File: config.mk
export PLATFORM = sky130hd
export DESIGN_NAME = pc_fetch_gen
export DESIGN_NICKNAME = d
export VERILOG_FILES = /design/src/rtl/pc_fetch_pkg.sv /design/src/rtl/pc_tag_fifo.sv /design/src/rtl/pc_fetch_gen.sv
export SDC_FILE = /design/constraint.sdc
export NUM_CORES = 1
export LEC_CHECK = 0
export ABC_AREA = 1
export CORE_MARGIN = 3
export CORE_UTILIZATION = 43
export CTS_CLUSTER_SIZE = 20
export DETAILED_ROUTE_END_ITERATION = 6
export GPL_TIMING_DRIVEN = 1
export PLACE_DENSITY = 0.86
export SYNTH_ARGS = -nofsm -noshare
export SYNTH_HDL_FRONTEND = slang
export SYNTH_SLANG_ARGS = --single-unit
File: constraint.sdc
create_clock -name clk -period 2.8 [get_ports clk]
set_input_delay 0.42 -clock clk [delete_from_list [all_inputs] [get_ports clk]]
set_output_delay 0.42 -clock clk [all_outputs]
set_load 0.02 [all_outputs]
File: src/rtl/pc_fetch_pkg.sv
// pc_fetch_pkg: shared types for the PC generator / fetch front end.
// fetch_tag_t is the default-width tag layout; the top mirrors it at its own XLEN.
package pc_fetch_pkg;
    localparam int TAG_XLEN = 32;
    typedef enum logic [1:0] {RD_NONE, RD_BRANCH, RD_TRAP} redirect_t;
    typedef struct packed {
        logic [TAG_XLEN-1:0] pc;
        logic                epoch;
    } fetch_tag_t;
endpackage

File: src/rtl/pc_tag_fifo.sv
// pc_tag_fifo: synchronous tag FIFO with occupancy count.
// Push when full and pop when empty are ignored.
module pc_tag_fifo #(
    parameter int DEPTH = 2,
    parameter int W     = 33,
    parameter int CW    = $clog2(DEPTH + 1)
) (
    input  logic          clk,
    input  logic          reset_n,
    input  logic          push,
    input  logic [W-1:0]  din,
    input  logic          pop,
    output logic [W-1:0]  dout,
    output logic [CW-1:0] count
);
    localparam int AW = DEPTH > 1 ? $clog2(DEPTH) : 1;
    logic [W-1:0]  mem [DEPTH];
    logic [AW-1:0] wr_ptr, rd_ptr;
    logic          do_push, do_pop;
    function automatic logic [AW-1:0] nxt(input logic [AW-1:0] p);
        return p == AW'(DEPTH - 1) ? '0 : p + 1'b1;
    endfunction
    assign do_push = push & (count != CW'(DEPTH));
    assign do_pop  = pop & (count != '0);
    assign dout    = mem[rd_ptr];
    always_ff @(posedge clk)
        if (do_push) mem[wr_ptr] <= din;
    always_ff @(posedge clk or negedge reset_n)
        if (!reset_n) begin
            wr_ptr <= '0;
            rd_ptr <= '0;
            count  <= '0;
        end else begin
            if (do_push) wr_ptr <= nxt(wr_ptr);
            if (do_pop) rd_ptr <= nxt(rd_ptr);
            count <= count + CW'(do_push) - CW'(do_pop);
        end
endmodule

File: src/rtl/pc_fetch_gen.sv
// pc_fetch_gen: PC generator and fetch front end with epoch-tagged in-flight tracking.
// Optional PC_MISALIGN_CHECK_EN adds a sticky misalign_fault that halts issue on a misaligned redirect.
module pc_fetch_gen
    import pc_fetch_pkg::*;
#(
    parameter int              XLEN         = 32,
    parameter logic [XLEN-1:0] RESET_VEC    = '0,
    parameter int              PC_INC       = 4,
    parameter int              STALL_W      = 5,
    parameter int              STALL_BIT    = 2,
    parameter int              MAX_INFLIGHT = 2
) (
    input  logic               clk,
    input  logic               reset_n,
    input  logic               go,
    input  logic               trap,
    input  logic [XLEN-1:0]    trap_addr,
    input  logic               branch,
    input  logic [XLEN-1:0]    branch_addr,
    input  logic [STALL_W-1:0] do_stall,
    output logic               fetch_req_valid,
    input  logic               fetch_req_ready,
    output logic [XLEN-1:0]    fetch_addr,
    input  logic               fetch_rsp_valid,
    input  logic [XLEN-1:0]    fetch_rsp_data,
    output logic               inst_valid,
    output logic [XLEN-1:0]    inst_data,
    output logic [XLEN-1:0]    inst_pc,
`ifdef PC_MISALIGN_CHECK_EN
    output logic               misalign_fault,
`endif
    output logic [XLEN-1:0]    pc_cpu
);
    typedef struct packed {
        logic [XLEN-1:0] pc;
        logic            epoch;
    } tag_t;
    localparam int CW = $clog2(MAX_INFLIGHT + 1);
    redirect_t       rd_src;
    logic [XLEN-1:0] rd_addr;
    logic [CW-1:0]   inflight;
    tag_t            tag_in, tag_out;
    logic            epoch, accept, rd_take, bad_target, halt, rsp_pop, deliver, unused;
    assign unused  = ^do_stall;
    assign rd_src  = !go ? RD_NONE : trap ? RD_TRAP : branch ? RD_BRANCH : RD_NONE;
    assign rd_addr = rd_src == RD_TRAP ? trap_addr : branch_addr;
`ifdef PC_MISALIGN_CHECK_EN
    assign bad_target = rd_src != RD_NONE && rd_addr[1:0] != 2'b00;
    assign halt       = misalign_fault;
    always_ff @(posedge clk or negedge reset_n)
        if (!reset_n) misalign_fault <= 1'b0;
        else if (bad_target) misalign_fault <= 1'b1;
`else
    assign bad_target = 1'b0;
    assign halt       = 1'b0;
`endif
    assign rd_take         = rd_src != RD_NONE && !bad_target;
    assign fetch_req_valid = reset_n & go & ~do_stall[STALL_BIT] & (inflight < CW'(MAX_INFLIGHT))
                             & ~trap & ~branch & ~halt;
    assign accept          = fetch_req_valid & fetch_req_ready;
    assign fetch_addr      = pc_cpu;
    assign tag_in          = '{pc: pc_cpu, epoch: epoch};
    // Epoch compare uses the pre-redirect value, so a same-cycle response from the old stream is kept.
    assign rsp_pop = fetch_rsp_valid & (inflight != '0);
    assign deliver = rsp_pop & (tag_out.epoch == epoch);
    pc_tag_fifo #(.DEPTH(MAX_INFLIGHT), .W(XLEN + 1), .CW(CW)) u_fifo (
        .clk    (clk),
        .reset_n(reset_n),
        .push   (accept),
        .din    (tag_in),
        .pop    (rsp_pop),
        .dout   (tag_out),
        .count  (inflight)
    );
    always_ff @(posedge clk or negedge reset_n)
        if (!reset_n) begin
            pc_cpu <= RESET_VEC;
            epoch  <= 1'b0;
        end else if (rd_take) begin
            pc_cpu <= rd_addr;
            epoch  <= ~epoch;
        end else if (accept) begin
            pc_cpu <= pc_cpu + XLEN'(PC_INC);
        end
    always_ff @(posedge clk or negedge reset_n)
        if (!reset_n) begin
            inst_valid <= 1'b0;
            inst_data  <= '0;
            inst_pc    <= '0;
        end else begin
            inst_valid <= deliver;
            if (deliver) begin
                inst_data <= fetch_rsp_data;
                inst_pc   <= tag_out.pc;
            end
        end
    a_rsp_has_tag: assert property (@(posedge clk) disable iff (!reset_n) fetch_rsp_valid |-> inflight != '0);
endmodule

==> notes.md, run 1 <==
Notes on the physical implementation.

- In the synthesized netlist, the cells that appear most often are sky130_fd_sc_hd__nand2_1, sky130_fd_sc_hd__dfrtp_1, sky130_fd_sc_hd__nor2_1, sky130_fd_sc_hd__edfxtp_1, sky130_fd_sc_hd__a21oi_1.
- The prevailing logic family in the synthesized netlist is simple AND/OR/NAND/NOR gates, for reference.
- The leakage power is 4.71 nW, for reference.
- The max-slew check reports its worst relative slack as 54.1%.
- The routed length on met1 is 8850 um, for reference.
- The maximum net fanout on the critical path is 4, for reference.
- The flip-flop count of the largest register after layout is 66, for reference.
- The area of the die is 20300 sq um, for reference.
- The post-route minimum period is 2310 ps, for reference.
- The cell family contributing the most delay on the critical path is buffers and inverters.
- The count of endpoints failing setup in the final report is 0, for reference.
- Per the TritonCTS log, the buffer count is 17.
- The initial core utilization is 44.1%, for reference.
- The cell area after technology mapping is 8010 sq um, for reference.
- The clock network burns 22.5% of the power.
- The pin count of the biggest net entering global routing is 65, for reference.
- The via-per-instance ratio is 5.00, for reference.
- The worst setup path is launched from an input pin.
- The worst stage delay on the critical path is 650 ps, for reference.
- In the final layout, the clock buffer count is 18.
- RePlAce ended its routability-driven mode at a weighted congestion of 0.926.
- The layout report gives the multi-input gate share of total cell area as 26.1%.
- The category of the critical setup timing path is input pin to output pin, for reference.
- TritonCTS built the clock tree.
- The die is 142 um tall.
- In this run the VDD rail shows a maximum IR drop of 0.416 mV.
- The inverter count of the layout excluding clock inverters is 40, for reference.
- Per STA, the worst path is made up of clkdlybuf4s50_1 > inv_2 > nand2_1 > nor2_2 > clkdlybuf4s50_1.
- The total tool warning count is 30, for reference.
- The startpoint identified for the worst register-to-register timing path is fetch_addr[2]$_DFFE_PN0P_.
- The cell chosen for the clock root is sky130_fd_sc_hd__clkbuf_16, for reference.
- The routing layer with the top usage in global route is met2, for reference.
- The cell-internal power is 6.11 mW, for reference.
- Final hold analysis gives a worst-case slack of 176 ps.
- The sum of buffers and inverters on the critical path is 3, for reference.
- For the final routed database, the setup TNS stands at 0 ps.
- Summing all multi-input logic gate instances after layout gives 2830 sq um.
- The tally of max-capacitance violations is 0, for reference.
- The critical path startpoint is trap, for reference.
- The arithmetic-cell share of the synthesized area counting full adders, half adders and majority gates is 0.469%, for reference.
- The net count after synthesis is 984, for reference.
- The flow ran to the end, and the final reports show no timing, DRC or antenna violations.
- The pin slew with the least headroom to its limit is 689 ps, for reference.
- The total design power is 9.73 mW, for reference.
- For the final database, setup skew stands at 7.57 ps.
- The power drawn by the sequential cells is 3.66 mW, for reference.
- The worst reg2reg path endpoint is fetch_addr[24]$_DFFE_PN0P_, for reference.
- The clock reaches the later pin of the worst-skew pair after 430 ps.
- Per the placement report, the placed cell count is 1285.
- STA reports the tightest min-delay check as being of type input pin to asynchronous set/reset pin.
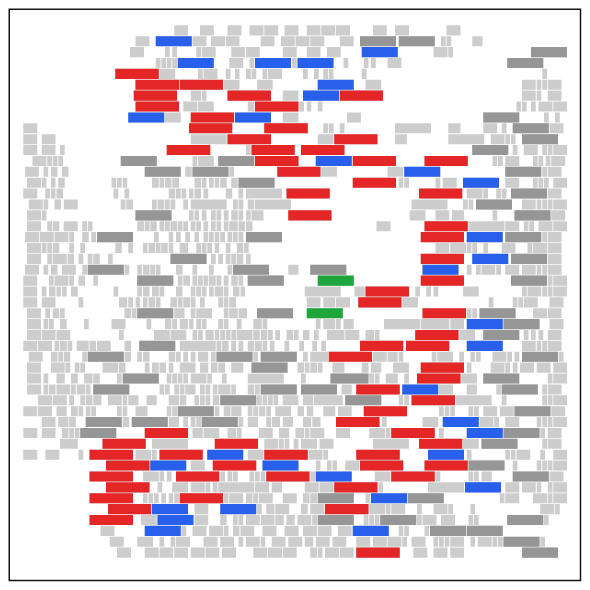
Run 1: register map, names as in the netlist
(4 px per um) Other sequential cells in the stronger grey, the rest of the logic in the fainter grey.
[u_fifo.mem] red | flops: 66
[u_fifo.count] green | flops: 2
[inst_pc] blue | flops: 32

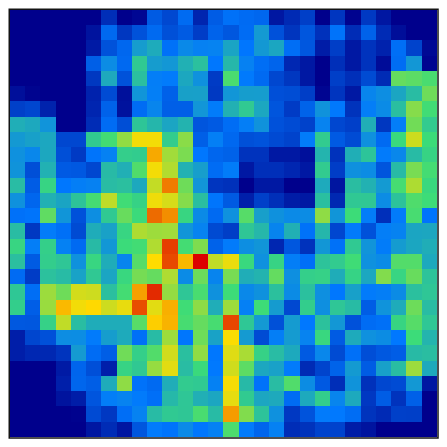
Run 1: wiring heat map
(3 px per um) 28 x 28 tiles, from dark blue (low) to red (high), scaled to the fullest tile. Values are wire area over tile area, all layers added.
emptiest ninth of the die: upper left
nearly empty tiles: 9.7%
mean over tiles: 0.17
densest ninth of the die: bottom centre
overall routed net length: 21000 um
via count: 6586
Total Routing Usage GR: 20.7%
average wire length per cell after detail routing: 15.9 um

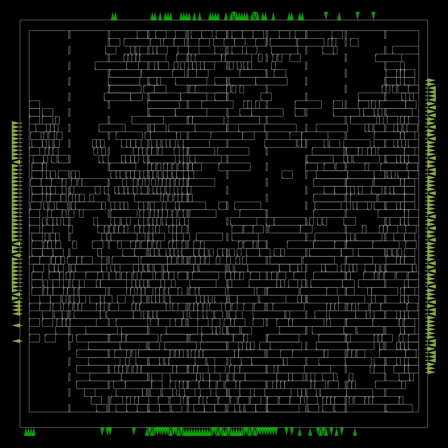
Run 1: cell outlines without signal wires
site row count: 49
register fraction of the total cell area: 41.9%
Well-Tap Cells: 229
final core occ: 59.7%
final sequential cell count: 168

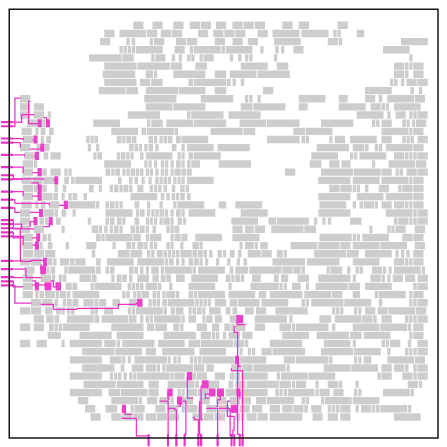
Run 1: port wiring
(3 px per um)
[trap_addr] magenta | bits: 32 | direction: input | end cells: 32 | wire: 499 um
# IOs: 238
IO buf count: 233

==> run 1 -> run 2 <==
--- a/config.mk
+++ b/config.mk
@@ -7,11 +7,11 @@
 export LEC_CHECK = 0
 export ABC_AREA = 1
 export CORE_MARGIN = 3
-export CORE_UTILIZATION = 43
+export CORE_UTILIZATION = 48
 export CTS_CLUSTER_SIZE = 20
 export DETAILED_ROUTE_END_ITERATION = 6
 export GPL_TIMING_DRIVEN = 1
-export PLACE_DENSITY = 0.86
+export PLACE_DENSITY = 0.9
 export SYNTH_ARGS = -nofsm -noshare
 export SYNTH_HDL_FRONTEND = slang
 export SYNTH_SLANG_ARGS = --single-unit
==> constraint.sdc (replaced) <==
create_clock -name clk -period 2.2 [get_ports clk]
set_input_delay 0.33 -clock clk [delete_from_list [all_inputs] [get_ports clk]]
set_output_delay 0.33 -clock clk [all_outputs]
set_load 0.02 [all_outputs]
==> run 2 against run 1 <==
Compared with the run above: register-to-register slack worse by 590 ps; non-clock buffer count up 5; clock skew grew 0.51 ps; via count up 2.3%; core utilization increased by 8.3 points; cell area increased by 1.2%; synthesized cell count stayed put; largest cell class unchanged; first-iteration DRC count up 25%.
==> notes.md, run 2 <==
Notes on the physical implementation.

- The routed design has 21400 um of wire.
- The pin slew with the least headroom to its limit is 594 ps, for reference.
- The skew report gives the latency at the later pin of the worst-skew pair as 420 ps.
- The flip-flop count of the largest register after layout is 66, for reference.
- The arithmetic-cell share of the synthesized area counting full adders, half adders and majority gates is 0.469%, for reference.
- Grouping stages by cell kind, the critical path spends the most delay in buffers and inverters.
- Power comes to 12.7 mW.
- The maximum vdd drop is 0.688 mV, for reference.
- Across the whole layout, storage elements make up 41.4% of the cell area.
- In this run the full chip footprint comes out at 18300 sq um.
- In the final run the clock tree shows a worst skew of 8.07 ps.
- The utilization of the core after routing is 68.0%, for reference.
- The design has 168 sequential cells.
- Including well taps, the total number of placed cells is 1277.
- For this design the top-level I/O count stands at 238.
- The tally of max-capacitance violations is 0, for reference.
- The cell area after technology mapping is 8010 sq um, for reference.
- In this run the clock root is driven by a sky130_fd_sc_hd__clkbuf_16.
- The worst setup path is launched from a flop.
- The via count is 6738, for reference.
- The power drawn by the sequential cells is 4.72 mW, for reference.
- Per the layout area report, the combinational fraction of cell area is 25.8%.
- The worst max-slew margin expressed relative to the limit is 60.4%, for reference.
- The flow ran to the end, and the final reports show no timing, DRC or antenna violations.
- Looking at the global route congestion table, the highest-usage layer is met2.
- For this configuration, the core starts out at a cell density of 49.7%.
- The sum of buffers and inverters on the critical path is 1, for reference.
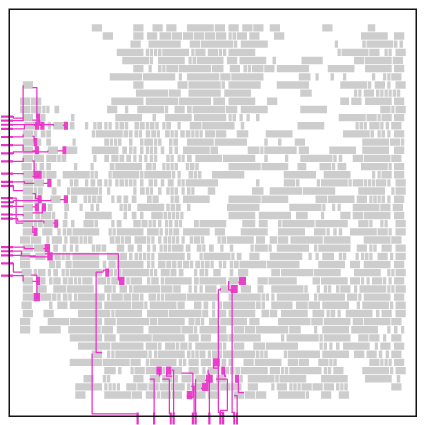
Run 2: port wiring
(3 px per um)
[trap_addr] magenta | bits: 32 | direction: input | end cells: 32 | wire: 562 um

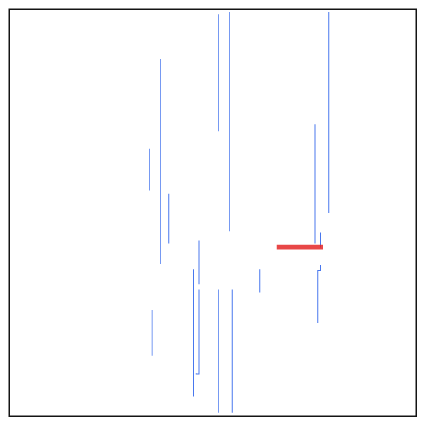
Run 2: wiring by layer
(3 px per um) Only two layers are drawn.
[M4] blue | wire length: 530 um
[M5] red | wire length: 13.8 um
Total Routing Usage GR: 23.6%
average wire length per cell after detail routing: 16.3 um

Power is estimated from default activity; no workload was simulated.
